Run 1, metal layers overlaid:
The bar under the picture is 20 um long.
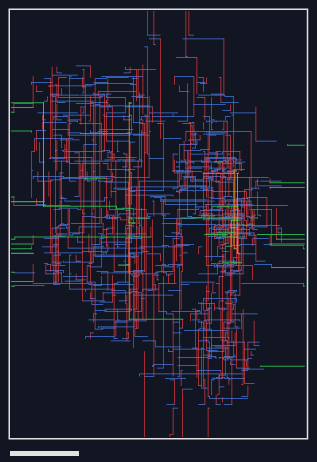
Run 1, clock wiring as the flow saved it:
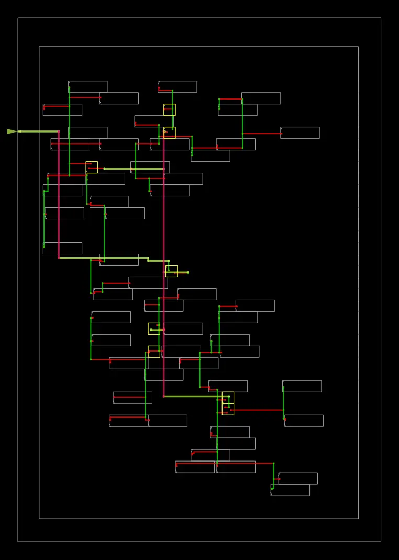
Run 1, wires at chosen ports, followed through buffers:
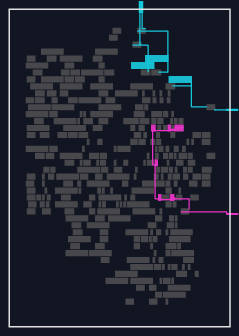
Run 1, sequential cells grouped by signal name:
The bar under the picture is 20 um long. Other sequential cells in the stronger gray, the rest of the logic in the fainter gray.
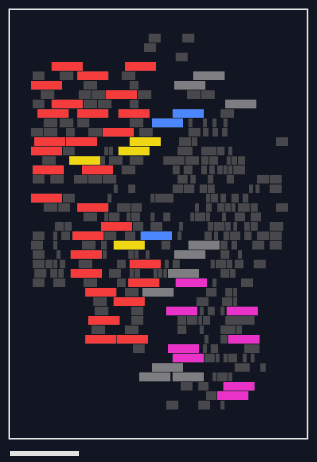
`src/rtl/bounce_key_sender.sv`:
```
// Initiator for the BounceFSM lock: plays a stored code of up to seven 4-bit
// digits into the lock, waits for each digit's acknowledge, then for unlock.
module bounce_key_sender #(
    parameter int N_DIGITS      = 7,
    parameter int STROBE_CYCLES = 2,
    parameter int GAP_CYCLES    = 2,
    parameter int TIMEOUT       = 255
) (
    input  logic       clk,
    input  logic       i_Rst,
    input  logic       i_start,
    input  logic       i_code_wr_en,
    input  logic [2:0] iv_code_wr_addr,
    input  logic [3:0] iv_code_wr_data,
    input  logic [7:0] iv_acknowledge,
    output logic       o_CE,
    output logic       o_set_data,
    output logic [3:0] ov_data,
    output logic       o_busy,
    output logic       o_unlocked,
    output logic       o_fail,
    output logic [2:0] ov_fail_idx
);

    // state        | meaning
    // S_IDLE       | reset state, outputs quiet, waiting for i_start
    // S_SETUP      | CE up, digit k presented, strobe low (1 cycle)
    // S_STROBE     | set_data high for STROBE_CYCLES
    // S_WAIT_ACK   | waiting for iv_acknowledge[k], bounded by TIMEOUT
    // S_GAP        | idle GAP_CYCLES before the next digit
    // S_WAIT_UNLOCK| waiting for iv_acknowledge[7], bounded by TIMEOUT
    // S_DONE       | lock opened, o_unlocked sticky until next start
    // S_FAIL       | an acknowledge timed out, o_fail and ov_fail_idx held
    typedef enum logic [2:0] {
        S_IDLE,
        S_SETUP,
        S_STROBE,
        S_WAIT_ACK,
        S_GAP,
        S_WAIT_UNLOCK,
        S_DONE,
        S_FAIL
    } state_t;

    localparam logic [7:0] STROBE_LAST  = 8'(STROBE_CYCLES - 1);
    localparam logic [7:0] GAP_LAST     = 8'(GAP_CYCLES - 1);
    localparam logic [7:0] TIMEOUT_LAST = 8'(TIMEOUT - 1);
    localparam logic [2:0] LAST_K       = 3'(N_DIGITS - 1);

    state_t     r_state;
    logic [2:0] r_k;
    logic [7:0] r_timer;
    logic [3:0] r_code [0:6];

    logic       r_ce;
    logic       r_set_data;
    logic [3:0] r_data;
    logic       r_busy;
    logic       r_unlocked;
    logic       r_fail;
    logic [2:0] r_fail_idx;

    state_t     w_next_state;
    logic [2:0] w_next_k;
    logic [7:0] w_next_timer;
    logic [2:0] w_next_fail_idx;
    logic       w_next_active;
    logic       w_next_shows_digit;
    logic [3:0] w_next_data;

    // Code writes are dropped while a sequence is playing so the digits
    // presented to the lock never change mid-sequence.
    always_ff @(posedge clk or negedge i_Rst) begin
        if (!i_Rst) begin
            for (int i = 0; i < 7; i++) begin
                r_code[i] <= '0;
            end
        end else if (i_code_wr_en && !r_busy && (iv_code_wr_addr != 3'd7)) begin
            r_code[iv_code_wr_addr] <= iv_code_wr_data;
        end
    end

    always_comb begin
        w_next_state    = r_state;
        w_next_k        = r_k;
        w_next_fail_idx = r_fail_idx;

        case (r_state)
            S_IDLE, S_DONE, S_FAIL: begin
                if (i_start) begin
                    w_next_state    = S_SETUP;
                    w_next_k        = 3'd0;
                    w_next_fail_idx = 3'd0;
                end
            end
            S_SETUP: begin
                w_next_state = S_STROBE;
            end
            S_STROBE: begin
                if (r_timer == STROBE_LAST) begin
                    w_next_state = S_WAIT_ACK;
                end
            end
            S_WAIT_ACK: begin
                // An ack in the last allowed wait cycle still wins over the timeout.
                if (iv_acknowledge[r_k]) begin
                    w_next_state = (r_k < LAST_K) ? S_GAP : S_WAIT_UNLOCK;
                end else if (r_timer == TIMEOUT_LAST) begin
                    w_next_state    = S_FAIL;
                    w_next_fail_idx = r_k;
                end
            end
            S_GAP: begin
                if (r_timer == GAP_LAST) begin
                    w_next_state = S_SETUP;
                    w_next_k     = r_k + 3'd1;
                end
            end
            S_WAIT_UNLOCK: begin
                if (iv_acknowledge[7]) begin
                    w_next_state = S_DONE;
                end else if (r_timer == TIMEOUT_LAST) begin
                    w_next_state    = S_FAIL;
                    w_next_fail_idx = 3'd7;
                end
            end
            default: begin
                w_next_state = S_IDLE;
            end
        endcase

        if (w_next_state != r_state) begin
            w_next_timer = 8'd0;
        end else if ((r_state == S_STROBE) || (r_state == S_WAIT_ACK) ||
                     (r_state == S_GAP) || (r_state == S_WAIT_UNLOCK)) begin
            w_next_timer = r_timer + 8'd1;
        end else begin
            w_next_timer = r_timer;
        end

        w_next_active = (w_next_state == S_SETUP) || (w_next_state == S_STROBE) ||
                        (w_next_state == S_WAIT_ACK) || (w_next_state == S_GAP) ||
                        (w_next_state == S_WAIT_UNLOCK);

        w_next_shows_digit = (w_next_state == S_SETUP) || (w_next_state == S_STROBE) ||
                             (w_next_state == S_WAIT_ACK) || (w_next_state == S_GAP);

        w_next_data = w_next_shows_digit ? r_code[w_next_k] : 4'd0;
    end

    // Outputs are registered from the next-state decode so they line up
    // with the state they describe.
    always_ff @(posedge clk or negedge i_Rst) begin
        if (!i_Rst) begin
            r_state    <= S_IDLE;
            r_k        <= '0;
            r_timer    <= '0;
            r_ce       <= 1'b0;
            r_set_data <= 1'b0;
            r_data     <= '0;
            r_busy     <= 1'b0;
            r_unlocked <= 1'b0;
            r_fail     <= 1'b0;
            r_fail_idx <= '0;
        end else begin
            r_state    <= w_next_state;
            r_k        <= w_next_k;
            r_timer    <= w_next_timer;
            r_ce       <= w_next_active;
            r_set_data <= (w_next_state == S_STROBE);
            r_data     <= w_next_data;
            r_busy     <= w_next_active;
            r_unlocked <= (w_next_state == S_DONE);
            r_fail     <= (w_next_state == S_FAIL);
            r_fail_idx <= w_next_fail_idx;
        end
    end

    assign o_CE        = r_ce;
    assign o_set_data  = r_set_data;
    assign ov_data     = r_data;
    assign o_busy      = r_busy;
    assign o_unlocked  = r_unlocked;
    assign o_fail      = r_fail;
    assign ov_fail_idx = r_fail_idx;

endmodule

```
`config.mk`:
```
export PLATFORM = sky130hd
export DESIGN_NAME = bounce_key_sender
export DESIGN_NICKNAME = d
export VERILOG_FILES = /design/src/rtl/bounce_key_sender.sv
export SDC_FILE = /design/constraint.sdc
export NUM_CORES = 1
export LEC_CHECK = 0
export CAP_MARGIN = 15
export CORE_ASPECT_RATIO = 1.5
export CORE_MARGIN = 5
export CORE_UTILIZATION = 33
export CTS_BUF_LIST = sky130_fd_sc_hd__clkbuf_4
export CTS_CLUSTER_SIZE = 30
export DETAILED_ROUTE_END_ITERATION = 12
export GPL_ROUTABILITY_DRIVEN = 0
export PLACE_DENSITY = 0.58
export SYNTH_ARGS = -nofsm -noshare
export SYNTH_HDL_FRONTEND = slang
export SYNTH_SLANG_ARGS = --single-unit
```
`constraint.sdc`:
```
create_clock -name clk -period 4.66 [get_ports clk]
set_input_delay 1.165 -clock clk [delete_from_list [all_inputs] [get_ports clk]]
set_output_delay 1.165 -clock clk [all_outputs]
set_load 0.02 [all_outputs]
```
==> impl_metrics.tcl, run 1 <==
# yosys + openroad results
set metrics [dict create \
    outcome "completed" \
    fin_setup_tns_ns 0 \
    ys_sh_simple 0.172 \
    nWellTaps 107 \
    comb_area_sq_um 1420 \
    crit_end "ov_data[2]$_DFF_PN0_" \
    fin_crit_sh 0.633 \
    cts_tree "built" \
    ys_sh_adder 0.0176 \
    routed_via_density 5.21 \
    critPathSlowestCell "clkdlybuf4s50_1" \
    mux_area_frac 0.175 \
    top_area_frac 0.466 \
    first_pass_iters 4 \
    hold_viol 0 \
    ys_sh_xor 0.0277 \
    critPathRequiredTime_ns 4.96 \
    cts_max_level 2 \
    overflow 0 \
    crit_chain "clkdlybuf4s50_1, nor2b_1, o221ai_1, nand2_1, o32ai_1, nand2_1, mux2_4, o2111a_1" \
    synth-edff-count 0 \
    p_comb_frac 0.461 \
    sh_seq_area 0.404 \
]
## Picture notes: 'metal layers overlaid'
Green stands for metal 3, wire length 328 um. Orange stands for metal 4, wire length 146 um. Blue stands for metal 1, wire length 2550 um. Red stands for metal 2, wire length 3260 um.
Vias: 2090
Routed WL per cell: 15.7 um
GRT Resource Usage Total: 0.129
Routed WL: 6280 um

## Picture notes: 'clock wiring as the flow saved it'
CTS sink count: 53
seq_cells: 53
worst-skew pair later-pin latency: 0.39 ns

## Picture notes: 'wires at chosen ports, followed through buffers'
Cyan stands for ov_fail_idx, bits 3, direction output, edge 2 top, 1 right, end cells 3, wire 101 um. Magenta stands for i_start, bits 1, direction input, edge right, end cells 6, wire 85.1 um.
Ports: 31
Port Buffer Count: 30

## Picture notes: 'sequential cells grouped by signal name'
Red stands for r_code, sequential cells 28. Yellow stands for ov_data, sequential cells 4. Magenta stands for r_timer, sequential cells 8. Blue stands for r_k, sequential cells 3.
Another 10 sequential cells are not colored.
Register Area: 1330 sq um
P_seq: 784 uW

==> run 1: state kept, by name, summed over array words and instances (netlist names) <==
| name | count |
|---|---|
| o_fail | 1 |
| o_set_data | 1 |
| ov_data | 4 |
| r_k | 3 |
| o_busy | 1 |
| r_timer | 8 |
| ov_fail_idx | 3 |
| r_state | 3 |
| o_unlocked | 1 |
| r_code | 28 |
==> run 1: metrics by stage <==
step	total power, uW	utilization
after floorplan	1400	-
after global placement	1640	0.383
after detailed placement	1660	0.383
after CTS	1870	0.390
after global routing	2000	0.390
final	1850	0.390
==> run 1: per-layer routing <==
metal | wire length (um) | GRT usage | up-vias
met2 | 3260 | 0.225 | 64
met1 | 2550 | 0.152 | 1007
li1 | - | - | 1006
met3 | 327 | 0.0298 | 13
met4 | 145 | 0.0525 | 0
met5 | 0 | 0 | -
Run 1, drive-strength map:
The bar under the picture is 20 um long.
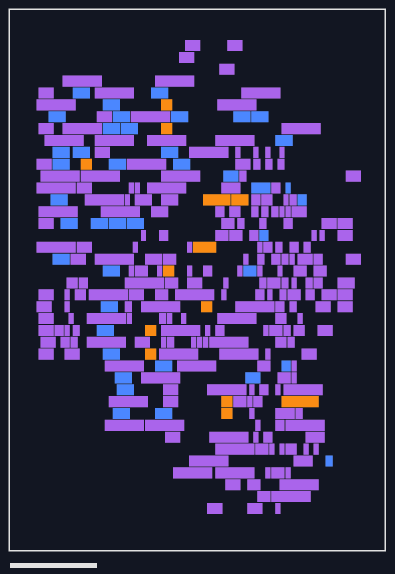

==> inputs of run 2 (changes only) <==
==> constraint.sdc (replaced) <==
create_clock -name clk -period 2.85 [get_ports clk]
set_input_delay 0.7125 -clock clk [delete_from_list [all_inputs] [get_ports clk]]
set_output_delay 0.7125 -clock clk [all_outputs]
set_load 0.02 [all_outputs]
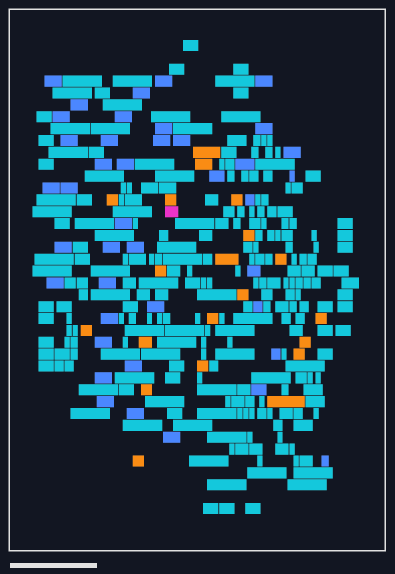
Run 2: drive-strength map
The bar under the picture is 20 um long.
Magenta stands for _6 and larger, cells 1, share 0.33%. Blue stands for _2 cells, cells 41, share 14%. Cyan stands for _0 and _1 cells, cells 241, share 80%. Orange stands for _3 and _4 cells, cells 20, share 6.6%.
area grow syn2layout: 17.7%
Final Cell Area: 3350 sq um

==> run 2 against run 1 <==
  * Worst hold slack got worse by 0.21 ns
  * Area after synthesis unchanged
  * Sequential power increased by 62%
  * Register-to-register slack got worse by 1.8 ns
  * Die area unchanged
  * Routed wire length increased by 3.5%
  * Synthesized cell count unchanged
  * Count of clock-buffer cells in the layout decreased by 1
  * Worst setup slack got worse by 1.3 ns
  * Critical endpoint is now ov_data[0]$_DFF_PN0_
  * Largest cell class unchanged
  * Largest power group unchanged
==> impl_metrics.tcl, run 2 <==
# yosys + openroad results
set metrics [dict create \
    met1_length_um 2660 \
    drc 0 \
    place_ws_ns 0.0507 \
    first_pass_iters 4 \
    numPortBuffers 30 \
    groute.usage.overall 0.131 \
    io_pins 31 \
    gr-usage-met1 0.156 \
    largest_register "r_code" \
    cts_max_level 2 \
    critPathSlowestCell "dfrtp_1" \
    finalPower_uw 3130 \
    comb_share 0.425 \
    p_comb_frac 0.484 \
    clock_latency_ns 0.38 \
    largest_reg_flops 28 \
    met2_length_um 3400 \
    hold_viol 0 \
    nWellTaps 107 \
    clkSinkCount 53 \
    crit_end "ov_data[0]$_DFF_PN0_" \
    routed_via_density 5.22 \
    overflow 0 \
    wl_met3_um 314 \
    top_area_frac 0.466 \
    crit_chain "nor3b_2, a21oi_1, a211o_4, mux2i_1, o221ai_1, o2111a_1" \
    drtIter0Drc 79 \
    grt_use_met2 0.235 \
    p_clk_frac 0.110 \
    outcome "completed" \
    mux_area_frac 0.175 \
    wirelength_um 6500 \
    regArea_sq_um 1330 \
    root_buffer "clkbuf_4" \
    fin_setup_tns_ns 0 \
    seq_cells 53 \
    ys_sh_xor 0.0277 \
    seq-power_uw 1270 \
    sh_seq_area 0.396 \
    busiest_layer "met2" \
    critPathRequiredTime_ns 3.12 \
    ys_sh_simple 0.172 \
    fin_crit_sh 0.852 \
    comb_area_sq_um 1420 \
    mostFrequentLayoutCell "dfrtp_1" \
    wire_per_inst_um 15.9 \
]
-- run 2: worst min-delay path by stage --
| stage | start | to | depth (start not counted) |
|---|---|---|---|
| global route | i_Rst | r_timer[2]$_DFFE_PN0P_ | 1 |
| finish | i_Rst | r_timer[0]$_DFFE_PN0P_ | 1 |
| CTS | i_Rst | r_timer[0]$_DFFE_PN0P_ | 1 |
| floorplan | i_Rst | o_busy$_DFF_PN0_ | 0 |
| detailed placement | r_code[14]$_DFFE_PN0P_ | r_code[14]$_DFFE_PN0P_ | 1 |
| global placement | r_code[13]$_DFFE_PN0P_ | r_code[13]$_DFFE_PN0P_ | 1 |
Power and IR drop assume default switching activity.
